Run 1, local utilization:
13 x 9 tiles, from white (low) to dark blue (high), 0 to 100% covered.
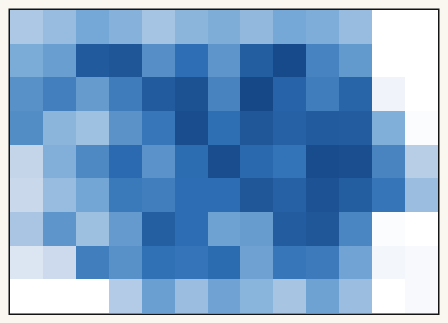
Run 1, placement view:
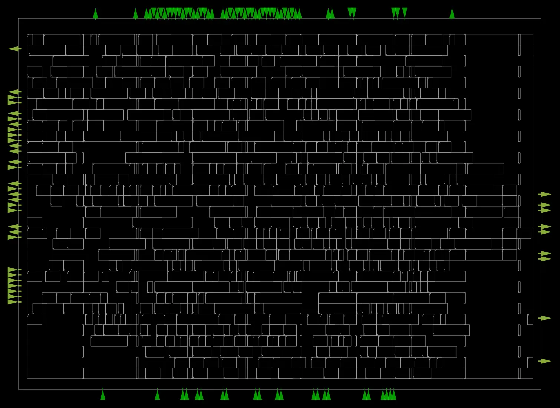
Run 1, ports around the boundary:
Scale bar: 50 um. Pins as bars across the die edge, other pins in grey.
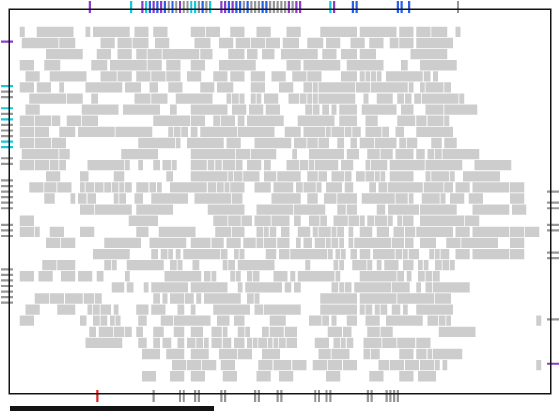
## config.mk

```make
export PLATFORM = sky130hd
export DESIGN_NAME = f16div_ctl
export DESIGN_NICKNAME = d
export VERILOG_FILES = /design/src/rtl/f16div_pkg.sv /design/src/rtl/f16div_round.sv /design/src/rtl/f16div_ctl.sv
export SDC_FILE = /design/constraint.sdc
export NUM_CORES = 1
export LEC_CHECK = 0
export ABC_AREA = 0
export CORE_ASPECT_RATIO = 0.7
export CORE_MARGIN = 2
export CORE_UTILIZATION = 45
export CTS_CLUSTER_SIZE = 40
export DETAILED_ROUTE_END_ITERATION = 10
export HOLD_SLACK_MARGIN = 0.08
export PLACE_DENSITY = 0.75
export SYNTH_ARGS = -nofsm -noshare
export SYNTH_HDL_FRONTEND = slang
export SYNTH_SLANG_ARGS = --single-unit
export TNS_END_PERCENT = 1
```

## constraint.sdc

```tcl
create_clock -name clk -period 3.9 [get_ports clk]
set_clock_uncertainty 0.05 [all_clocks]
set_input_delay 0.585 -clock clk [delete_from_list [all_inputs] [get_ports clk]]
set_output_delay 0.585 -clock clk [all_outputs]
set_load 0.005 [all_outputs]
```

## src/rtl/f16div_pkg.sv

```systemverilog
// Shared FP16 divide-controller constants, state encoding and flag layout.
// Imported by f16div_ctl and f16div_round.
package f16div_pkg;

    localparam int EXP_W     = 5;
    localparam int FRAC_W    = 10;
    localparam int MANT_W    = 11;
    localparam int FP16_BIAS = 15;

    localparam logic [15:0] QNAN = 16'h7E00;
    localparam logic [15:0] INF  = 16'h7C00;

    localparam int DSU_WIDTH = 14;
    localparam int DSU_ITERS = 7;

    // Signed width of the exponent datapath
    localparam int EW = 7;

    typedef enum logic [2:0] {
        IDLE,
        ISSUE,
        WAIT_R,
        WAIT_Q,
        ROUND,
        OUT
    } state_t;

    localparam int FLAG_NV = 4;
    localparam int FLAG_DZ = 3;
    localparam int FLAG_OF = 2;
    localparam int FLAG_UF = 1;
    localparam int FLAG_NX = 0;

endpackage

```

## src/rtl/f16div_round.sv

```systemverilog
// Normalize, round-to-nearest-even and pack the f16dsu quotient.
// Flag outputs exist only when F16DIV_CTL_FLAGS_EN is defined.
module f16div_round
    import f16div_pkg::*;
#(
    parameter int DSU_W = DSU_WIDTH
) (
    input  logic [DSU_W-1:0]    q,
    input  logic                sticky,
    input  logic signed [EW-1:0] exp_in,
    input  logic                sign,
`ifdef F16DIV_CTL_FLAGS_EN
    output logic [4:0]          flags,
`endif
    output logic [15:0]         data
);

    logic                 norm;
    logic                 guard;
    logic                 stk;
    logic                 rnd_up;
    logic                 ovf;
    logic                 unf;
    logic [MANT_W-1:0]    sig;
    logic [MANT_W:0]      sum;
    logic [FRAC_W-1:0]    frac;
    logic signed [EW-1:0] e0;
    logic signed [EW-1:0] e1;

    always_comb begin
        norm = q[DSU_W-1] | q[DSU_W-2];
        if (norm) begin
            sig   = q[DSU_W-2 -: MANT_W];
            guard = q[DSU_W-2-MANT_W];
            stk   = sticky | q[0];
            e0    = exp_in;
        end else begin
            sig   = q[DSU_W-3 -: MANT_W];
            guard = q[DSU_W-3-MANT_W];
            stk   = sticky;
            e0    = exp_in - EW'(1);
        end
        rnd_up = guard & (stk | sig[0]);
        sum    = {1'b0, sig} + {{MANT_W{1'b0}}, rnd_up};
        // Carry out of the significand renormalizes to 1.0 at the next exponent
        frac   = sum[MANT_W] ? '0 : sum[FRAC_W-1:0];
        e1     = sum[MANT_W] ? e0 + EW'(1) : e0;
        ovf    = e1 >= EW'(31);
        unf    = e1 <= EW'(0);
        data   = {sign, e1[EXP_W-1:0], frac};
        if (ovf) begin
            data = {sign, INF[14:0]};
        end else if (unf) begin
            data = {sign, 15'd0};
        end
    end

`ifdef F16DIV_CTL_FLAGS_EN
    always_comb begin
        flags          = '0;
        flags[FLAG_OF] = ovf;
        flags[FLAG_UF] = unf;
        flags[FLAG_NX] = ovf | unf | guard | stk;
    end
`endif

endmodule

```

## src/rtl/f16div_ctl.sv

```systemverilog
// FP16 divide controller: issues to f16dsu, collects and rounds the quotient.
// Define F16DIV_CTL_FLAGS_EN to add the out_flags port and flag registers.
module f16div_ctl
    import f16div_pkg::*;
#(
    parameter int EXP_BIAS = FP16_BIAS,
    parameter int DSU_W    = DSU_WIDTH
) (
    input  logic              clk,
    input  logic              reset,
    input  logic              in_valid,
    output logic              in_ready,
    input  logic [15:0]       in_a,
    input  logic [15:0]       in_b,
    output logic              out_valid,
    input  logic              out_ready,
    output logic [15:0]       out_data,
`ifdef F16DIV_CTL_FLAGS_EN
    output logic [4:0]        out_flags,
`endif
    output logic              dsu_i_valid,
    output logic              dsu_i_ctrl,
    output logic [DSU_W-1:0]  dsu_i_pr0,
    output logic [MANT_W-1:0] dsu_i_y,
    output logic              dsu_o_ready,
    input  logic              dsu_o_r_done,
    input  logic              dsu_o_q_done,
    input  logic [DSU_W-1:0]  dsu_o_d0,
    input  logic [DSU_W-1:0]  dsu_o_d1
);

    state_t               state;
    state_t               state_nx;
    logic                 sgn_r;
    logic [EXP_W-1:0]     ea_r;
    logic [EXP_W-1:0]     eb_r;
    logic [MANT_W-1:0]    ma_r;
    logic [MANT_W-1:0]    mb_r;
    logic [DSU_W-1:0]     res_r;
    logic [DSU_W-1:0]     q_r;
    logic signed [EW-1:0] e_base;
    logic [15:0]          rnd_data;

    logic [EXP_W-1:0]  ea;
    logic [EXP_W-1:0]  eb;
    logic [FRAC_W-1:0] fa;
    logic [FRAC_W-1:0] fb;
    logic a_nan;
    logic b_nan;
    logic a_snan;
    logic b_snan;
    logic a_inf;
    logic b_inf;
    logic a_zero;
    logic b_zero;
    logic sgn;
    logic special;
    logic [15:0] sp_data;

    assign ea     = in_a[14:10];
    assign eb     = in_b[14:10];
    assign fa     = in_a[9:0];
    assign fb     = in_b[9:0];
    assign sgn    = in_a[15] ^ in_b[15];
    assign a_nan  = (ea == '1) && (fa != '0);
    assign b_nan  = (eb == '1) && (fb != '0);
    assign a_snan = a_nan & ~fa[FRAC_W-1];
    assign b_snan = b_nan & ~fb[FRAC_W-1];
    assign a_inf  = (ea == '1) && (fa == '0);
    assign b_inf  = (eb == '1) && (fb == '0);
    // Subnormal inputs are flushed to zero
    assign a_zero = (ea == '0);
    assign b_zero = (eb == '0);

    always_comb begin
        special = 1'b1;
        sp_data = QNAN;
        if (a_nan | b_nan) begin
            sp_data = QNAN;
        end else if ((a_zero & b_zero) | (a_inf & b_inf)) begin
            sp_data = QNAN;
        end else if (a_inf | b_zero) begin
            sp_data = {sgn, INF[14:0]};
        end else if (b_inf | a_zero) begin
            sp_data = {sgn, 15'd0};
        end else begin
            special = 1'b0;
        end
    end

    always_comb begin
        state_nx    = state;
        in_ready    = 1'b0;
        out_valid   = 1'b0;
        dsu_i_valid = 1'b0;
        unique case (state)
            IDLE: begin
                in_ready = 1'b1;
                if (in_valid) begin
                    state_nx = special ? OUT : ISSUE;
                end
            end
            ISSUE: begin
                dsu_i_valid = 1'b1;
                state_nx    = WAIT_R;
            end
            WAIT_R: if (dsu_o_r_done) state_nx = WAIT_Q;
            WAIT_Q: if (dsu_o_q_done) state_nx = ROUND;
            ROUND:  state_nx = OUT;
            OUT: begin
                out_valid = 1'b1;
                if (out_ready) state_nx = IDLE;
            end
            default: state_nx = IDLE;
        endcase
    end

    always_ff @(posedge clk or posedge reset) begin
        if (reset) begin
            state    <= IDLE;
            sgn_r    <= 1'b0;
            ea_r     <= '0;
            eb_r     <= '0;
            ma_r     <= '0;
            mb_r     <= '0;
            res_r    <= '0;
            q_r      <= '0;
            out_data <= '0;
        end else begin
            state <= state_nx;
            if (state == IDLE && in_valid) begin
                sgn_r <= sgn;
                ea_r  <= ea;
                eb_r  <= eb;
                ma_r  <= {1'b1, fa};
                mb_r  <= {1'b1, fb};
                if (special) out_data <= sp_data;
            end
            if (state == WAIT_R && dsu_o_r_done) begin
                res_r <= dsu_o_d0 + dsu_o_d1;
            end
            // A negative final residual means q0 overshot; q1 is the true quotient
            if (state == WAIT_Q && dsu_o_q_done) begin
                q_r <= res_r[DSU_W-1] ? dsu_o_d1 : dsu_o_d0;
            end
            if (state == ROUND) out_data <= rnd_data;
        end
    end

    assign e_base = $signed({2'b00, ea_r}) - $signed({2'b00, eb_r})
                  + EW'(EXP_BIAS);

    assign dsu_i_ctrl  = 1'b0;
    assign dsu_o_ready = 1'b1;
    assign dsu_i_pr0   = {{(DSU_W-MANT_W){1'b0}}, ma_r};
    assign dsu_i_y     = mb_r;

`ifdef F16DIV_CTL_FLAGS_EN
    logic [4:0] sp_flags;
    logic [4:0] rnd_flags;
    logic [4:0] flags_r;

    always_comb begin
        sp_flags          = '0;
        sp_flags[FLAG_NV] = a_snan | b_snan
                          | (~(a_nan | b_nan)
                             & ((a_zero & b_zero) | (a_inf & b_inf)));
        sp_flags[FLAG_DZ] = ~(a_nan | b_nan) & ~a_inf & ~a_zero & b_zero;
    end

    always_ff @(posedge clk or posedge reset) begin
        if (reset) begin
            flags_r <= '0;
        end else if (state == IDLE && in_valid && special) begin
            flags_r <= sp_flags;
        end else if (state == ROUND) begin
            flags_r <= rnd_flags;
        end
    end

    assign out_flags = flags_r;
`endif

    f16div_round #(
        .DSU_W (DSU_W)
    ) u_round (
        .q      (q_r),
        .sticky (|res_r),
        .exp_in (e_base),
        .sign   (sgn_r),
`ifdef F16DIV_CTL_FLAGS_EN
        .flags  (rnd_flags),
`endif
        .data   (rnd_data)
    );

endmodule

```

==> flow_metrics.env, run 1 <==
# physical design summary
export IMPL_synth_async_sr_flop_share_pct=100
export IMPL_critPathMaxFanout=5
export IMPL_rr_worst_depth=12
export IMPL_met3_usage_pct=3.99
export IMPL_highest_metal_layer_with_signal_wires="met4"
export IMPL_grt_overflow_total=0
export IMPL_yosys_stat_chipArea_um2=5180
export IMPL_area_share_combinational_pct=44.9
export IMPL_post_cts_resize_count=3
export IMPL_synth_top_cells_by_count="79 x dfrtp_1, 57 x nand2_1, 52 x o21ai_0, 31 x nor2_1, 29 x mux2_2"
export IMPL_detail_route_iter0_violations=326
export IMPL_setup_viol=0
export IMPL_clk_insertion_delay_late_ns=0.34
export IMPL_warnings=28
export IMPL_status="finished clean"
export IMPL_routed_wl_um=13000
export IMPL_max_freq_mhz=265
export IMPL_dr_wl_met2_um=5620
export IMPL_postLayoutCoreUtil_pct=61.4
export IMPL_postSynthCellCount=539
export IMPL_postSynthRegisterBits=79
export IMPL_timing_final_ws_setup_ns=0.124
export IMPL_ys_dominant_reg_cell="dfrtp_1"
export IMPL_layout_cells_most_common="clkdlybuf4s50_1"
export IMPL_yosys_dominant_comb_family="simple AND/OR/NAND/NOR gates"
export IMPL_gp_congestion=0.909
export IMPL_hold_depth=2
export IMPL_timing_hold_ws_ns=0.426
export IMPL_ctsLongestPathBuffers=2
export IMPL_netlist_area_leader_share_pct=38.2
export IMPL_design_area_um2=6830
export IMPL_cts_hold_repair_buffers=0
export IMPL_area_share_sequential_pct=28.9
export IMPL_fin_crit_ns=3.78
export IMPL_nature_of_the_critical_path_startpoint="register"
export IMPL_dieHeight_um=93.8
export IMPL_cts_root_buf="clkbuf_16"
export IMPL_critPathCaptureType="register"
-- 'local utilization' (at the start) --
densest ninth of the die	centre
fullest tile	90%
nearly empty tiles	9.4%

-- 'placement view' (at the start) --
tapcells inserted: 153
number of sequential cells: 79

-- 'ports around the boundary' (at the start) --
colour	port	pins	direction	edge
purple	dsu_i_pr0	14	output	12 north, 1 west, 1 east
cyan	dsu_i_y	11	output	6 north, 5 west
blue	in_a	16	input	north
red	clk	1	input	south

==> run 1: sequential cells by signal, summed over array words and instances, names as in the netlist, 3 cells and up <==
register	count
dsu_i_y	10
ea_r	5
eb_r	5
out_data	16
state	3
res_r	14
q_r	14
ma_r	11
==> run 1: critical path, stage by stage (launching register included) <==
cell and delay (ns):
dfrtp_1 0.39, ha_1 0.20, inv_1 0.08, fa_2 0.48, inv_2 0.10, ha_1 0.13
nor3b_2 0.31, xnor3_1 0.47, or3_1 0.37, mux2i_2 0.25, a21oi_2 0.13, o311a_4 0.42
a32o_2 0.27
==> run 1: power by group <==
part / internal (uW) / leakage [uW] / switching, uW
clock: 581 / 0.000159 / 343
sequential: 1210 / 0.000970 / 350
combinational: 2230 / 0.00179 / 2340
total: 4020 / 0.00292 / 3040
Run 1, cells by drive strength:
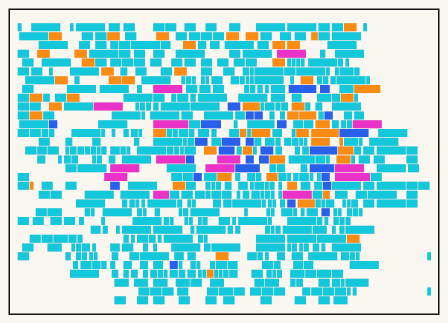

==> run 2: changes to the inputs <==
CTS_CLUSTER_DIAMETER = 200   (was default)
SETUP_SLACK_MARGIN = 0.02   (was default)
SLEW_MARGIN = 5   (was default)
Run 2, cells by drive strength:
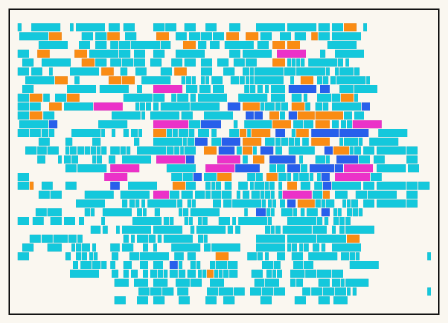
colour	size	cells	share
blue	x3 and x4	32	4.9%
cyan	x1 and smaller	552	85%
magenta	x6 and larger	14	2.2%
orange	x2	52	8.0%

==> flow_metrics.env, run 2 <==
# physical design summary
export IMPL_critPathMaxFanout=5
export IMPL_layout_cells_most_common="clkdlybuf4s50_1"
export IMPL_rr_worst_depth=15
export IMPL_clk_insertion_delay_late_ns=0.34
export IMPL_dieHeight_um=93.8
export IMPL_sw_frac_of_total_pct=43.0
export IMPL_highest_metal_layer_with_signal_wires="met4"
export IMPL_pg_seq_uw=1560
export IMPL_critical_path_buf_inv_count=3
export IMPL_critPathMaxStageDelay_ns=0.53
export IMPL_crit_path_frequent_cell="inv_1"
export IMPL_yosys_stat_chipArea_um2=5180
export IMPL_power_share_combinational_pct=65.8
export IMPL_timing_final_ws_setup_ns=0.127
export IMPL_postLayoutCoreUtil_pct=61.8
export IMPL_warnings=28
export IMPL_power_combinational_uw=4780
export IMPL_timing_hold_ws_ns=0.426
export IMPL_grt_overflow_total=0
export IMPL_netlist_area_leader_share_pct=38.2
export IMPL_detail_route_iter0_violations=359
export IMPL_dr_wl_met2_um=5750
export IMPL_postSynthCellCount=539
export IMPL_largest_register_ffs=16
export IMPL_net_switching_power_uw=3120
export IMPL_largestRegisters="out_data: 16 flops, q_r: 14 flops, res_r: 14 flops"
export IMPL_max_freq_mhz=265
export IMPL_timing_critical_path_cells="inv_1 -> ha_1 -> inv_1 -> fa_1 -> inv_1 -> ha_4 -> xnor2_2 -> ha_2 -> xnor3_1 -> or3_4 -> mux2i_4 -> and2_1 -> o21ai_1 -> o311a_4 -> a32o_2"
export IMPL_status="finished clean"
export IMPL_postSynthRegisterBits=79
export IMPL_design_area_um2=6880
export IMPL_internal_power_uw=4140
export IMPL_worst_path_stages=15
export IMPL_hold_depth=2
export IMPL_ctsLongestPathBuffers=2
export IMPL_met3_usage_pct=5.12
export IMPL_power_group_top="combinational cells"
Run 2, zoomed window:
Window x 89 to 109, y 60 to 80 um. Cells in grey, sequential cells in the stronger grey; small squares are vias.
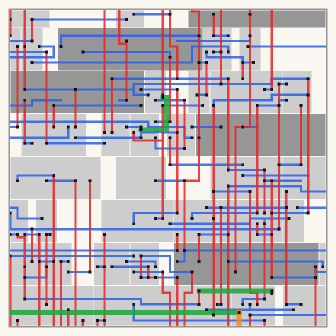
colour	layer
orange	M4
red	M2
green	M3
blue	M1
cells with their middle in the window	32
most frequent	o21ai_0 (4), inv_1 (4), dfrtp_1 (4)
netlist names of flops here include	ea_r (2), eb_r (2)
sequential cells in the window	4

==> run 2: cell counts after synthesis <==
No cell type changed its count.
==> run 2: final cells by class <==
cell class	count	area share [%]
clock buffer	10	3.47
clock inverter	6	1.36
inverter	24	1.31
multi-input combinational	411	45.2
tap	153	2.78
sequential	79	28.7
timing repair buffer	120	17.1
==> run 2: kinds of logic after synthesis <==
group	share of synthesized area [%]
AND/OR/NAND/NOR	17.8
AND-OR/OR-AND	16.9
flip-flops	38.2
buffers and inverters	4.61
multiplexers	10.0
XOR/XNOR	6.26
adder cells (fa/ha/maj)	6.09
other	0.145
==> run 2: repair_timing <==
| item | CTS | global route |
|---|---|---|
| setup buffers | 1 | 3 |
| cloned | 1 | 0 |
| setup endpoints to repair | 10 | 14 |
| pin swaps | 5 | 9 |
| gates resized | 9 | 11 |
Power is estimated from default activity; no workload was simulated.
